`src/rtl/spi_controller.sv`:
```
// -----------------------------------------------------------------------------
// spi_controller
//
// SPI mode 0, write-only initiator for the 16-bit register-write link.
// One request is taken at a time over a valid/ready handshake. The accepted
// frame {rw, addr[6:0], data[7:0]} is shifted out MSB first on copi, with
// sclk idling low and ncs framing the transfer. There is no CIPO path.
//
// Frame sequence: IDLE -> SETUP -> SHIFT -> HOLD -> GAP -> IDLE
//   SETUP : ncs low, copi = frame[15], sclk low, CS_SETUP cycles
//   SHIFT : 16 bits, each CLK_DIV cycles low then CLK_DIV cycles high
//   HOLD  : ncs low, sclk low, copi keeps the last bit, CS_HOLD cycles
//   GAP   : ncs high, copi low, not ready, CS_IDLE cycles, done on 1st cycle
//
// Parameters:
//   CLK_DIV  : clk cycles per sclk phase (2..255)
//   CS_SETUP : clk cycles from ncs low to the first sclk low phase (>=1)
//   CS_HOLD  : clk cycles from the last sclk fall to ncs high (>=1)
//   CS_IDLE  : clk cycles ncs stays high before the next accept (>=1)
//
// Ports:
//   clk       in   system clock
//   rst_n     in   asynchronous active-low reset
//   req_valid in   request present
//   req_ready out  controller can accept a request
//   req_rw    in   frame bit 15 (1 = write)
//   req_addr  in   frame bits 14:8
//   req_data  in   frame bits 7:0
//   busy      out  inverse of req_ready
//   done      out  one-cycle pulse when a frame completes (first GAP cycle)
//   sclk      out  SPI clock, idles low
//   copi      out  serial data, changes only when sclk falls
//   ncs       out  chip select, active low, idles high
//
// Every output comes straight from a flop so the pins never glitch.
// -----------------------------------------------------------------------------
module spi_controller #(
  parameter int CLK_DIV  = 4,
  parameter int CS_SETUP = 2,
  parameter int CS_HOLD  = 2,
  parameter int CS_IDLE  = 4
) (
  input  logic       clk,
  input  logic       rst_n,
  input  logic       req_valid,
  output logic       req_ready,
  input  logic       req_rw,
  input  logic [6:0] req_addr,
  input  logic [7:0] req_data,
  output logic       busy,
  output logic       done,
  output logic       sclk,
  output logic       copi,
  output logic       ncs
);

  // Illegal parameter values stop elaboration.
  if (CLK_DIV < 2 || CLK_DIV > 255) begin : g_bad_clk_div
    $error("spi_controller: CLK_DIV must be in 2..255");
  end
  if (CS_SETUP < 1) begin : g_bad_cs_setup
    $error("spi_controller: CS_SETUP must be >= 1");
  end
  if (CS_HOLD < 1) begin : g_bad_cs_hold
    $error("spi_controller: CS_HOLD must be >= 1");
  end
  if (CS_IDLE < 1) begin : g_bad_cs_idle
    $error("spi_controller: CS_IDLE must be >= 1");
  end

  // Divider counts CLK_DIV-1 down to 0 within one sclk phase.
  localparam int DIV_W    = $clog2(CLK_DIV);
  // One shared timer serves SETUP, HOLD and GAP; size it for the longest.
  localparam int T_MAX_SH = (CS_SETUP > CS_HOLD) ? CS_SETUP : CS_HOLD;
  localparam int T_MAX    = (T_MAX_SH > CS_IDLE) ? T_MAX_SH : CS_IDLE;
  localparam int TMR_W    = (T_MAX > 1) ? $clog2(T_MAX) : 1;

  typedef enum logic [2:0] {
    ST_IDLE  = 3'd0,
    ST_SETUP = 3'd1,
    ST_SHIFT = 3'd2,
    ST_HOLD  = 3'd3,
    ST_GAP   = 3'd4
  } state_t;

  state_t             state_q, state_d;
  logic [TMR_W-1:0]   tmr_q,   tmr_d;
  logic [DIV_W-1:0]   div_q,   div_d;
  logic               phase_q, phase_d;   // 0 = sclk low phase, 1 = high phase
  logic [4:0]         bit_q,   bit_d;     // index of the bit currently on copi
  // Bits still to be sent after the one already on copi, next bit at [14].
  logic [14:0]        shreg_q, shreg_d;
  logic               ncs_q,   ncs_d;
  logic               sclk_q,  sclk_d;
  logic               copi_q,  copi_d;
  logic               ready_q, ready_d;
  logic               busy_q,  busy_d;
  logic               done_q,  done_d;

  // Next-state and next-output logic for the frame sequencer.
  always_comb begin
    state_d = state_q;
    tmr_d   = tmr_q;
    div_d   = div_q;
    phase_d = phase_q;
    bit_d   = bit_q;
    shreg_d = shreg_q;
    ncs_d   = ncs_q;
    sclk_d  = sclk_q;
    copi_d  = copi_q;
    ready_d = ready_q;
    done_d  = 1'b0;

    case (state_q)
      ST_IDLE: begin
        if (req_valid && ready_q) begin
          // Latch the whole frame now; request inputs are ignored afterwards.
          state_d = ST_SETUP;
          shreg_d = {req_addr, req_data};
          copi_d  = req_rw;
          ncs_d   = 1'b0;
          sclk_d  = 1'b0;
          ready_d = 1'b0;
          tmr_d   = TMR_W'(CS_SETUP - 1);
        end else begin
          ncs_d   = 1'b1;
          sclk_d  = 1'b0;
          copi_d  = 1'b0;
          ready_d = 1'b1;
        end
      end

      ST_SETUP: begin
        if (tmr_q == {TMR_W{1'b0}}) begin
          state_d = ST_SHIFT;
          div_d   = DIV_W'(CLK_DIV - 1);
          phase_d = 1'b0;
          bit_d   = 5'd0;
        end else begin
          tmr_d = tmr_q - TMR_W'(1);
        end
      end

      ST_SHIFT: begin
        if (div_q != {DIV_W{1'b0}}) begin
          div_d = div_q - DIV_W'(1);
        end else begin
          div_d = DIV_W'(CLK_DIV - 1);
          if (!phase_q) begin
            // End of low phase: raise sclk, copi has been stable a full phase.
            phase_d = 1'b1;
            sclk_d  = 1'b1;
          end else begin
            // End of high phase: sclk falls; copi may only move on this edge.
            phase_d = 1'b0;
            sclk_d  = 1'b0;
            if (bit_q == 5'd15) begin
              // Last bit stays on copi through HOLD.
              state_d = ST_HOLD;
              tmr_d   = TMR_W'(CS_HOLD - 1);
            end else begin
              bit_d   = bit_q + 5'd1;
              copi_d  = shreg_q[14];
              shreg_d = {shreg_q[13:0], 1'b0};
            end
          end
        end
      end

      ST_HOLD: begin
        if (tmr_q == {TMR_W{1'b0}}) begin
          state_d = ST_GAP;
          ncs_d   = 1'b1;
          copi_d  = 1'b0;
          done_d  = 1'b1;
          tmr_d   = TMR_W'(CS_IDLE - 1);
        end else begin
          tmr_d = tmr_q - TMR_W'(1);
        end
      end

      ST_GAP: begin
        if (tmr_q == {TMR_W{1'b0}}) begin
          state_d = ST_IDLE;
          ready_d = 1'b1;
        end else begin
          tmr_d = tmr_q - TMR_W'(1);
        end
      end

      default: begin
        // Unreachable encodings fall back to a clean idle.
        state_d = ST_IDLE;
        tmr_d   = {TMR_W{1'b0}};
        div_d   = {DIV_W{1'b0}};
        phase_d = 1'b0;
        bit_d   = 5'd0;
        shreg_d = 15'd0;
        ncs_d   = 1'b1;
        sclk_d  = 1'b0;
        copi_d  = 1'b0;
        ready_d = 1'b1;
      end
    endcase

    busy_d = ~ready_d;
  end

  // State, counters, shift register and output flops.
  always_ff @(posedge clk or negedge rst_n) begin
    if (!rst_n) begin
      state_q <= ST_IDLE;
      tmr_q   <= {TMR_W{1'b0}};
      div_q   <= {DIV_W{1'b0}};
      phase_q <= 1'b0;
      bit_q   <= 5'd0;
      shreg_q <= 15'd0;
      ncs_q   <= 1'b1;
      sclk_q  <= 1'b0;
      copi_q  <= 1'b0;
      ready_q <= 1'b1;
      busy_q  <= 1'b0;
      done_q  <= 1'b0;
    end else begin
      state_q <= state_d;
      tmr_q   <= tmr_d;
      div_q   <= div_d;
      phase_q <= phase_d;
      bit_q   <= bit_d;
      shreg_q <= shreg_d;
      ncs_q   <= ncs_d;
      sclk_q  <= sclk_d;
      copi_q  <= copi_d;
      ready_q <= ready_d;
      busy_q  <= busy_d;
      done_q  <= done_d;
    end
  end

  assign req_ready = ready_q;
  assign busy      = busy_q;
  assign done      = done_q;
  assign sclk      = sclk_q;
  assign copi      = copi_q;
  assign ncs       = ncs_q;

endmodule

```
`config.mk`:
```
export PLATFORM = sky130hd
export DESIGN_NAME = spi_controller
export DESIGN_NICKNAME = d
export VERILOG_FILES = /design/src/rtl/spi_controller.sv
export SDC_FILE = /design/constraint.sdc
export NUM_CORES = 1
export LEC_CHECK = 0
export CELL_PAD_IN_SITES_DETAIL_PLACEMENT = 1
export CELL_PAD_IN_SITES_GLOBAL_PLACEMENT = 2
export CORE_UTILIZATION = 35
export DETAILED_ROUTE_END_ITERATION = 7
export PLACE_DENSITY_LB_ADDON = 0.25
export SYNTH_ARGS = -nofsm -noshare
export SYNTH_HDL_FRONTEND = slang
export SYNTH_SLANG_ARGS = --single-unit
```
`constraint.sdc`:
```
create_clock -name clk -period 5.8 [get_ports clk]
set_clock_uncertainty 0.1 [all_clocks]
set_input_delay 1.16 -clock clk [delete_from_list [all_inputs] [get_ports clk]]
set_output_delay 1.16 -clock clk [all_outputs]
set_load 0.03 [all_outputs]
```
met3.png
Drawn at 4 px/um.
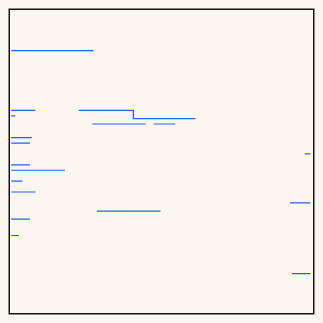
longest straight run: 20.2 um
main direction: horizontal
nets with wire on the layer: 16

final_placement.png
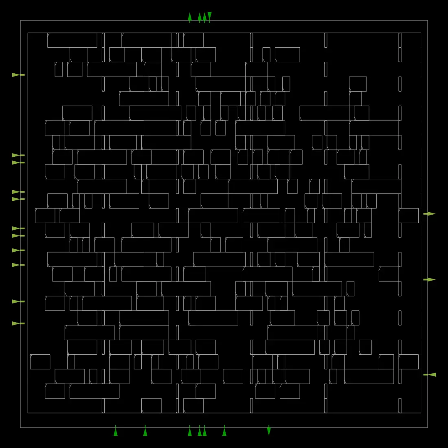
row count: 26
utilization after layout: 0.441
tap cell count: 70
fillcell total: 573

==> job_summary.md <==
### Yosys + OpenROAD results

| Metric | Value |
|---|---|
| Floorplan Core Area | 0.00517 mm^2 |
| Sequential share of cell area | 0.374 |
| Cell total after placement | 268 |
| Main flop type | dfrtp_1 |
| Portion of the post-synthesis area used by sequential elements | 0.448 |
| Adder and majority gate portion of the synthesized area | 0.0263 |
| Pins over their slew limit | 0 |
| Aoi/oai-family share of the synthesized area | 0.120 |
| Number of antenna repair diodes | 0 |
| Clock Power Share | 0.144 |
| Source-to-sink clock delay at the later pin of the worst-skew pair | 0.28 ns |
| Number of signal-net inverters in the final layout | 10 |
| Accumulated negative setup slack | 0 ns |
| Depth of the worst hold-timing path | 1 |
| Relative slew margins | 0.489 |
| Met3 usage in global routing | 0.0516 |
| Sw frac | 0.403 |
| Sink count of the clock tree | 34 |
| Power consumed by combinational cells | 652 uW |
| Run status | completed |
| Multi-input gate share of the layout cell area | 0.419 |
| WP data required | 5.86 ns |
| Actual transition at the worst max-transition pin | around 0.77 ns |
| Post-synth tally of flip-flops with integrated enable | 0 |
| Top achievable clock speed | approximately 350 MHz |
| Post-synth mux share | 0.218 |
| Share of final layout cell area taken by clock buffers and inverters | 0.0401 |
| Maximum ir drop on the vdd rail | 0.215 mV |
registers.png
Drawn at 8 px/um. Other sequential cells in the stronger grey, the rest of the logic in the fainter grey.
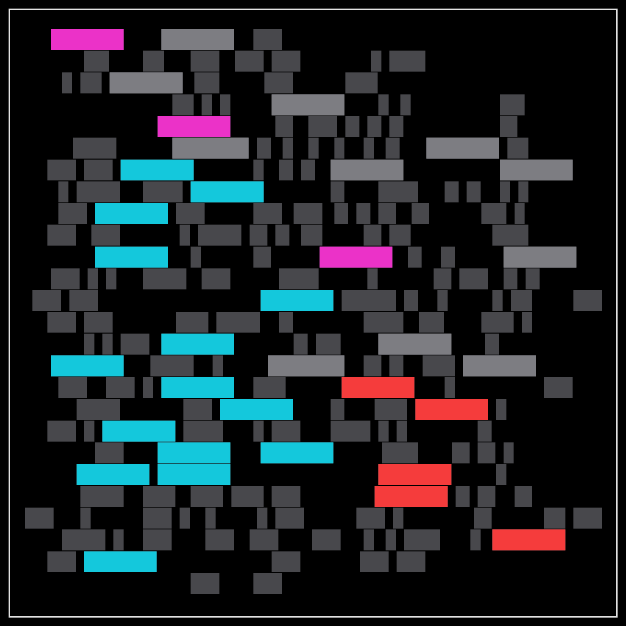
| colour | signal | sequential cells |
|---|---|---|
| magenta | state_q | 3 |
| red | bit_q | 5 |
| cyan | shreg_q | 15 |
not coloured: 11

metal_stack.png
Drawn at 4 px/um. Only two layers are drawn.
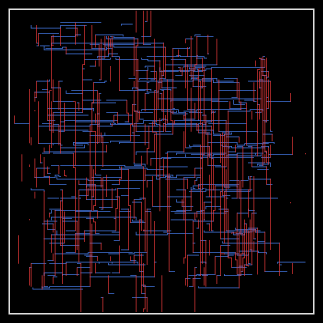
| colour | layer | wire length |
|---|---|---|
| red | met2 | 2160 um |
| blue | met1 | 1880 um |

==> Yosys cell counts (4+ instances only) <==
library cell   n  area share
o21ai_1        4       0.011
mux2_1         7       0.041
nand2_1       11       0.022
dfrtp_1       32        0.42
mux2_4         9       0.071
o21ai_0        5       0.013
ha_1           4       0.026
inv_1         10       0.020
nor2b_1        4       0.013
a21oi_1       11       0.029
mux2i_1       19        0.10
nor2_1        22       0.043
buf_2          5       0.013
==> worst max-delay path, stage by stage <==
cell and delay [ns]:
clkdlybuf4s50_1 0.47, nand2_1 0.06, o21ai_0 0.14, o211a_1 0.66, mux2_1 0.39
==> sequential cells by signal, summed over array words and instances (netlist names) <==
name	count
sclk	1
ncs	1
phase_q	1
req_ready	1
div_q	2
done	1
tmr_q	2
bit_q	5
state_q	3
copi	1
busy	1
shreg_q	15
No activity file was given, so power comes from the tool's default toggle rates.
